run_1/floorplan.png
Drawn at 4 px/um. Pins as bars on the die edge. Tap cells in gray.
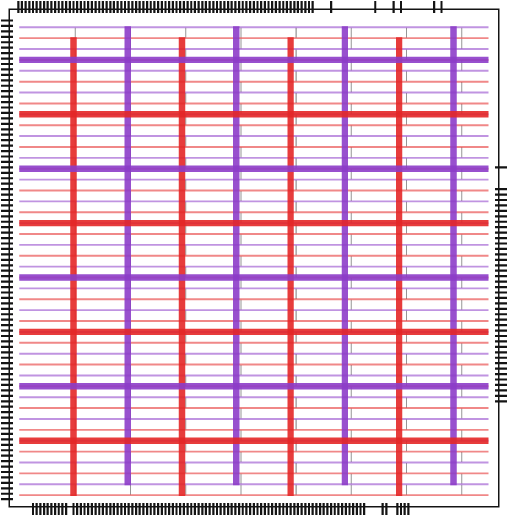
run_1/class_map.png
Drawn at 4 px/um. Fill, decap, tap and diode cells in gray.
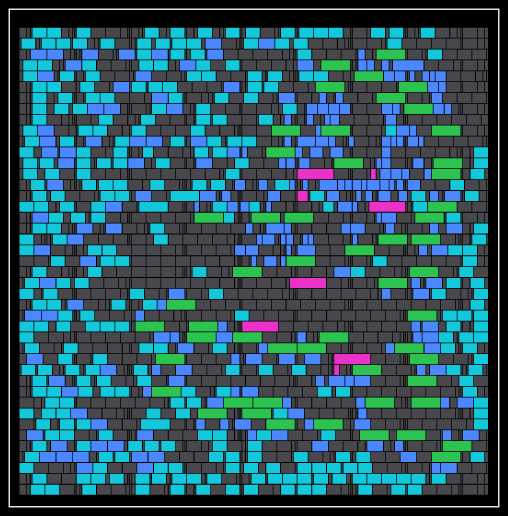
run_1/clock_wires.png
Drawn at 3 px/um.
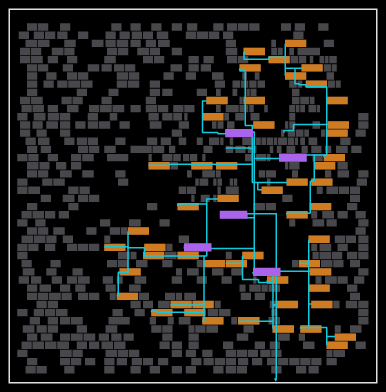
run_1/layers.png
Drawn at 4 px/um.
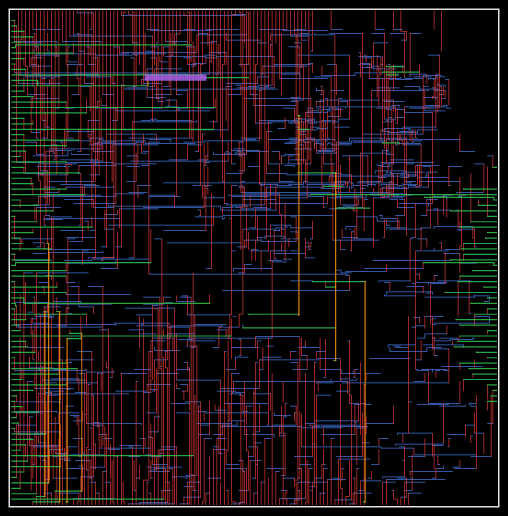
$ cat src/rtl/dmem_arbiter.sv
// Shared data-memory port arbiter: the CPU MEM stage has priority, and a DMA
// requester gets a 2-cycle grant/ack slot after at most MAX_CPU_RUN CPU grants.
module dmem_arbiter #(
  parameter int MAX_CPU_RUN = 8
) (
  input  logic        clock,
  input  logic        resetn,
  input  logic        cpu_req,
  input  logic        cpu_we,
  input  logic [31:0] cpu_addr,
  input  logic [31:0] cpu_wdata,
  output logic        cpu_stall,
  output logic [31:0] cpu_rdata,
  input  logic        dma_req,
  input  logic        dma_we,
  input  logic [31:0] dma_addr,
  input  logic [31:0] dma_wdata,
  output logic        dma_ack,
  output logic [31:0] dma_rdata,
  output logic [31:0] mem_addr,
  output logic [31:0] mem_wdata,
  output logic        mem_we,
  input  logic [31:0] mem_rdata,
  output logic [15:0] stall_cnt
);

  localparam logic [3:0] MAX_RUN = 4'(MAX_CPU_RUN);

  typedef enum logic {ARB, DMA_ACK} state_t;

  state_t      state;
  logic [3:0]  run_cnt;
  logic [31:0] dma_rdata_q;
  logic        cpu_gnt, dma_gnt;

  // Grant decode; nothing is granted while reset is held.
  always_comb begin
    cpu_gnt = 1'b0;
    dma_gnt = 1'b0;
    if (resetn) begin
      if (state == DMA_ACK)
        cpu_gnt = cpu_req;
      else if (dma_req && (!cpu_req || run_cnt >= MAX_RUN))
        dma_gnt = 1'b1;
      else
        cpu_gnt = cpu_req;
    end
  end

  assign mem_addr  = dma_gnt ? dma_addr  : cpu_addr;
  assign mem_wdata = dma_gnt ? dma_wdata : cpu_wdata;
  assign mem_we    = dma_gnt ? dma_we    : (cpu_gnt & cpu_we);
  assign cpu_stall = cpu_req & dma_gnt;
  assign cpu_rdata = mem_rdata;

  // Read data arrives in the ack cycle itself, so bypass the holding register then.
  assign dma_rdata = dma_ack ? mem_rdata : dma_rdata_q;

  always_ff @(posedge clock) begin
    if (!resetn) begin
      state       <= ARB;
      run_cnt     <= '0;
      dma_ack     <= 1'b0;
      dma_rdata_q <= '0;
      stall_cnt   <= '0;
    end else begin
      state   <= dma_gnt ? DMA_ACK : ARB;
      dma_ack <= dma_gnt;
      if (dma_ack)
        dma_rdata_q <= mem_rdata;
      if (!dma_req || dma_gnt)
        run_cnt <= '0;
      else if (cpu_gnt && run_cnt < MAX_RUN)
        run_cnt <= run_cnt + 4'd1;
      if (cpu_stall && stall_cnt != 16'hFFFF)
        stall_cnt <= stall_cnt + 16'd1;
    end
  end

endmodule

$ cat config.mk
export PLATFORM = sky130hd
export DESIGN_NAME = dmem_arbiter
export DESIGN_NICKNAME = d
export VERILOG_FILES = /design/src/rtl/dmem_arbiter.sv
export SDC_FILE = /design/constraint.sdc
export NUM_CORES = 1
export LEC_CHECK = 0
export CAP_MARGIN = 20
export CORE_AREA = 2 2 120 122
export DETAILED_ROUTE_END_ITERATION = 10
export DIE_AREA = 0 0 122 124
export PLACE_DENSITY_LB_ADDON = 0.05
export SYNTH_ARGS = -nofsm -noshare
export SYNTH_HDL_FRONTEND = slang
export SYNTH_SLANG_ARGS = --single-unit
$ cat constraint.sdc
create_clock -name clock -period 4.72 [get_ports clock]
set_clock_uncertainty 0.2 [all_clocks]
set_input_delay 0.944 -clock clock [delete_from_list [all_inputs] [get_ports clock]]
set_output_delay 0.944 -clock clock [all_outputs]
set_load 0.01 [all_outputs]
==> impl_metrics.json, run 1 <==
{
  "cp-start-kind": "primary input",
  "critPathBufInv": 4,
  "clkSlewWorstSetupHoldPaths_ns": 0.07,
  "cts.sinks": 53,
  "yosysTopAreaCell": "mux2_2",
  "setup_ws_ns": 0.271,
  "fp_util_pct": 24.3,
  "top_usage_layer": "met2",
  "htreeDepth": 2,
  "grt_first_pass_wirelength_um": 20600,
  "flops": 53,
  "cts_setup_buffers": 0,
  "core-area_um2": 13700,
  "critical_path_class": "primary input to output pin",
  "multiInputCombCellCount": 226,
  "die_w_um": 122,
  "dp.cells": 788,
  "rsz0062_at_grt": "no",
  "place_ws_ns": 0.267,
  "synthTopCellsByCount": "mux2_2 (96), dfxtp_1 (53), and2_1 (33)",
  "inverters": 9,
  "required_ns": 3.58,
  "comb_area_um2": 1930,
  "whs_ns": 0.320,
  "power.density_nw_per_um2": 188,
  "signal_buffers": 320,
  "power_frac_seq_pct": 36.9,
  "path_cells": "clkdlybuf4s50_1 -> nor2b_1 -> nor3b_1 -> nand2_2 -> buf_12 -> buf_12 -> mux2_2 -> clkdlybuf4s50_1",
  "layout.cells.most_common_list": "clkdlybuf4s50_1 (312), mux2_2 (96), dfxtp_1 (53)",
  "yosys-stat-cells": 338,
  "ctsLongestPathBuffers": 2,
  "slew_headroom_pct": 42.0,
  "seq_area_um2": 1060,
  "seq_share_pct": 16.0,
  "gp_congestion": 0.837,
  "synthTopCellsByArea": "mux2_2 (32%), dfxtp_1 (32%), buf_4 (7.2%)",
  "cts_tree": "built",
  "antenna_found_initial": 3,
  "dpl_cell_area_um2": 6470,
  "slew_violations": 0,
  "cts_hold_repair.buffers": 0,
  "p_clk_share_pct": 28.5,
  "grt_pass1_vias": 3678,
  "synthTopLogicFamily": "multiplexers",
  "leakage_uw": 0.00246,
  "layout-drive-gt1-share_pct": 18.3,
  "wire_per_inst_um": 18.2,
  "hp-class": "flop to flop",
  "dr_wl_met2_um": 7800,
  "final-clk-cell-share_pct": 2.12,
  "critPathTopFamily": "buffers and inverters",
  "tns_ns": 0,
  "grtUsageMet1_pct": 18.4,
  "internal_power_uw": 945,
  "combPwrFrac_pct": 34.6,
  "overflow": 0,
  "fin_util_pct": 48.2,
  "synth_cell_type_count": 36,
  "n_clock_buffer": 7,
  "antennaDiodeCount": 2,
  "status": "complete, no violations",
  "first_pass_iters": 4,
  "path_max_fanout": 14,
  "syn_nets": 507,
  "edf_count": 0,
  "nonClkBufAreaFrac_pct": 48.7,
  "top_cell_area_share_pct": 32.4,
  "power_uw": 1240,
  "tool_warnings": 28,
  "cts_resized": 0,
  "io_buffers": 312,
  "dp_hpwl_um": 12500,
  "drc": 0,
  "postSynthSeqShare_pct": 31.8,
  "final_common_cell": "clkdlybuf4s50_1",
  "critPathMaxStageDelay_ns": 0.53,
  "ys_ff": 53,
  "grt.total_usage_pct": 18.2,
  "final-setup-viol-count": 0,
  "synth_xor_xnor_area_share_pct": 0.525,
  "use_met3_pct": 6.91,
  "async_flop_share_pct": 0,
  "tightest_slew_ns": 0.862,
  "num_vias": 3551,
  "wl_met1_um": 4930,
  "cts_root_buffer": "clkbuf_16",
  "comb_share_pct": 29.2,
  "grt_start_max_net_pins": 37,
  "n_tap_cell": 180,
  "yosys_warnings": 0,
  "synthToLayoutAreaGrowth_pct": 98.1,
  "ant_nets": 0,
  "layoutNonFillerInstCount": 798,
  "simple_gate_area_share_pct": 16.8,
  "slowest_stage": "clkdlybuf4s50_1",
  "top_layer_used": "met5",
  "drtIter0Drc": 165,
  "finalCriticalPeriod_ns": 4.45,
  "cp.arrival_ns": 3.31,
  "synthCells": 338,
  "cp-end-kind": "output pin",
  "chipArea_um2": 15100,
  "syn_area_um2": 3340,
  "synthAoiAreaFrac_pct": 5.92,
  "synthMuxAreaShare_pct": 33.3,
  "design_area_um2": 6610,
  "wl_met3_um": 1410,
  "most_common_cell": "mux2_2",
  "finalCritPeriodShare_pct": 94.3
}
About floorplan.png:
Red stands for VSS. Purple stands for VDD.
180 tap cells. 44 met1 rails follow the rows. 313 signal pins sit on the boundary. The core has 43 rows.

About class_map.png:
Green stands for registers, cells 53. Cyan stands for remaining buffers and delay cells, cells 320. Blue stands for remaining logic cells, cells 235. Magenta stands for clock drivers and dummy loads, cells 8.

About clock_wires.png:
Purple stands for clock-net drivers, count 5. Orange stands for flip-flops, count 53. Cyan stands for clock wires, length 692 um.
There are 6 routed clock nets.

About layers.png:
Purple stands for M5, wire length 13.8 um. Red stands for M2, wire length 7800 um. Blue stands for M1, wire length 4930 um. Green stands for M3, wire length 1410 um. Orange stands for M4, wire length 388 um.

-- run 1: worst paths after layout --
check / from / to / slack, ns / cells after the start
hold reg to reg: stall_cnt[10] / stall_cnt[10] / 0.32 / 2
setup / recovery: cpu_req / mem_addr[6] / 0.27 / 8
hold / removal: stall_cnt[10] / stall_cnt[10] / 0.32 / 2
setup reg to reg: dma_ack / stall_cnt[8] / 2.63 / 5
-- run 1: state kept, by name, indices dropped and copies added (netlist names) --
name,count
run_cnt,4
dma_ack,1
stall_cnt,16
dma_rdata_q,32
-- run 1: power groups by stage --
stage	Combinational, uW	Sequential, uW	Clock [uW]
after floorplan	148	469	0
after global routing	455	459	385
after CTS	437	459	372
final	429	459	354
after global placement	433	469	0
after detailed placement	434	469	0
==> run 2, diff against run 1 <==
- CAP_MARGIN: 20 -> 10
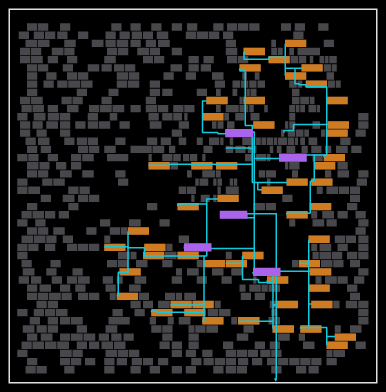
run_2/clock_wires.png
Drawn at 3 px/um.
Orange stands for flip-flops, count 53. Cyan stands for clock wires, length 692 um. Purple stands for clock-net drivers, count 5.
There are 6 routed clock nets.

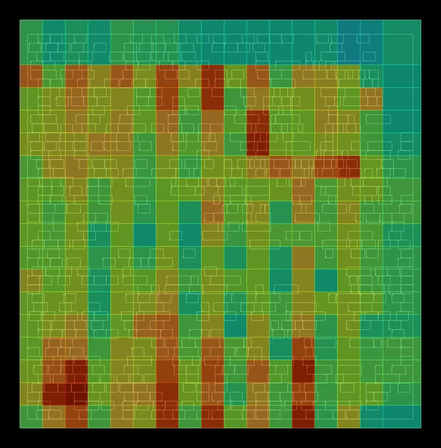
run_2/congestion_map.png
wire per inst: 18.2 um
GR Util met3: 6.91%
met1 usage: 18.4%
busiest layer in global routing: met2
fin util: 48.2%

==> impl_metrics.json, run 2 <==
{
  "hold_viol": 0,
  "rr_endpoint": "stall_cnt[8]",
  "ant_nets": 0,
  "yosys-stat-cells": 338,
  "cp.depth": 8,
  "yosysTopAreaCell": "mux2_2",
  "comb_share_pct": 29.2,
  "cts_hold_repair.buffers": 0,
  "io_buffers": 312,
  "comb_area_um2": 1930,
  "synthCells": 338,
  "slowest_stage": "clkdlybuf4s50_1",
  "cts_setup_buffers": 0,
  "ios": 313,
  "nets": 784,
  "hold_depth": 2,
  "signal_buffers": 320,
  "viasPerCell": 4.45,
  "antenna_found_initial": 3,
  "power_uw": 1240,
  "critPathMaxStageDelay_ns": 0.53,
  "clkSlewWorstSetupHoldPaths_ns": 0.07,
  "p_clk_share_pct": 28.5,
  "dieHeight_um": 124,
  "antennaDiodeCount": 2,
  "top_layer_used": "met5",
  "netSwitchingFraction_pct": 24.0,
  "final-clk-cell-share_pct": 2.12,
  "drtIter0Drc": 165,
  "critical_path_class": "primary input to output pin",
  "design_area_um2": 6610,
  "yosys_warnings": 0,
  "fmax_ghz": 0.225,
  "inverters": 9,
  "dr_wl_met2_um": 7800,
  "grt.total_usage_pct": 18.2,
  "regMostFlops": "dma_rdata_q",
  "endpoint": "mem_addr[6]",
  "cts.sinks": 53,
  "setup_ws_ns": 0.271,
  "async_flop_share_pct": 0,
  "cts_resized": 0,
  "p_sw_uw": 298,
  "cts_root_buffer": "clkbuf_16",
  "ys_ff": 53,
  "grtUsageMet2_pct": 34.1,
  "tns_ns": 0,
  "synth_cell_type_count": 36,
  "die_w_um": 122,
  "place_ws_ns": 0.267,
  "fp_util_pct": 24.3,
  "grt_first_pass_wirelength_um": 20600,
  "n_fill_cell": 1314,
  "multiInputCombCellCount": 226,
  "critPathBufInv": 4,
  "htreeDepth": 2,
  "cts_tree": "built",
  "cp-end-kind": "output pin",
  "rows": 43,
  "power.density_nw_per_um2": 188,
  "postSynthSeqShare_pct": 31.8,
  "tightest_slew_ns": 0.862,
  "ctsLongestPathBuffers": 2,
  "nonClkBufAreaFrac_pct": 48.7,
  "most_common_cell": "mux2_2",
  "synthTopCellsByArea": "mux2_2 (32%), dfxtp_1 (32%), buf_4 (7.2%)",
  "critPathTopFamily": "buffers and inverters",
  "grt_start_max_net_pins": 37,
  "required_ns": 3.58,
  "layout-drive-gt1-share_pct": 18.3,
  "max_cap_viol_count": 0,
  "dp_hpwl_um": 12500,
  "rr_startpoint": "dma_ack",
  "rsz0062_at_grt": "no",
  "layoutNonFillerInstCount": 798,
  "hold_end": "stall_cnt[10]",
  "routed_wl_um": 14500,
  "grt_pass1_vias": 3678,
  "yosys_area_um2": 3340,
  "chipArea_um2": 15100,
  "r2r_setup_slack_ns": 2.63,
  "slew_headroom_pct": 42.0,
  "hp-class": "flop to flop",
  "overflow": 0,
  "vdd_drop_max_v": 0.000122,
  "num_vias": 3551,
  "r2r_cells": 5,
  "synthToLayoutAreaGrowth_pct": 98.1,
  "wl_met3_um": 1410,
  "status": "complete, no violations",
  "finalCritPeriodShare_pct": 94.3,
  "syn_area_um2": 3340,
  "path_cells": "clkdlybuf4s50_1 -> nor2b_1 -> nor3b_1 -> nand2_2 -> buf_12 -> buf_12 -> mux2_2 -> clkdlybuf4s50_1",
  "dp.cells": 788,
  "top_cell_area_share_pct": 32.4,
  "gp_congestion": 0.837,
  "first_pass_iters": 4,
  "whs_ns": 0.320,
  "largestRegisters": "dma_rdata_q (32), stall_cnt (16), run_cnt (4)",
  "synthTopCellsByCount": "mux2_2 (96), dfxtp_1 (53), and2_1 (33)",
  "internal_power_uw": 945,
  "n_clock_buffer": 7,
  "edf_count": 0,
  "slew_violations": 0,
  "final_common_cell": "clkdlybuf4s50_1",
  "holdCritStartpoint": "stall_cnt[10]",
  "flops": 53,
  "combPwrFrac_pct": 34.6,
  "n_tap_cell": 180,
  "syn_nets": 507,
  "power_frac_seq_pct": 36.9,
  "finalCriticalPeriod_ns": 4.45,
  "leakage_uw": 0.00246,
  "seq_area_um2": 1060,
  "cts_made_buffers": 5,
  "path_max_fanout": 14,
  "cp.arrival_ns": 3.31,
  "cp-start-kind": "primary input",
  "largest_register_ffs": 32,
  "core-area_um2": 13700,
  "layout.cells.most_common_list": "clkdlybuf4s50_1 (312), mux2_2 (96), dfxtp_1 (53)",
  "dpl_cell_area_um2": 6470,
  "tool_warnings": 28,
  "final-setup-viol-count": 0,
  "seq_share_pct": 16.0,
  "crit_start": "cpu_req",
  "wl_met1_um": 4930,
  "drc": 0
}
-- run 2: cell counts in the layout (fill, tap and decap cells not counted) --
Identical to the previous run, type by type.
-- run 2: cell families after synthesis --
logic type,after synthesis,synth area share [%]
compound gates,31,5.92
xor+xnor,2,0.525
fa+ha+maj,3,1.12
buf+inv,59,10.5
flops,53,31.8
mux,99,33.3
simple gates,91,16.8
-- run 2: power groups by stage --
| stage | Clock, uW | Sequential, uW | Combinational [uW] |
|---|---|---|---|
| after floorplan | 0 | 469 | 148 |
| after global placement | 0 | 469 | 433 |
| after detailed placement | 0 | 469 | 434 |
| after CTS | 372 | 459 | 437 |
| after global routing | 385 | 459 | 455 |
| final | 354 | 459 | 429 |
Power and IR drop assume default switching activity.
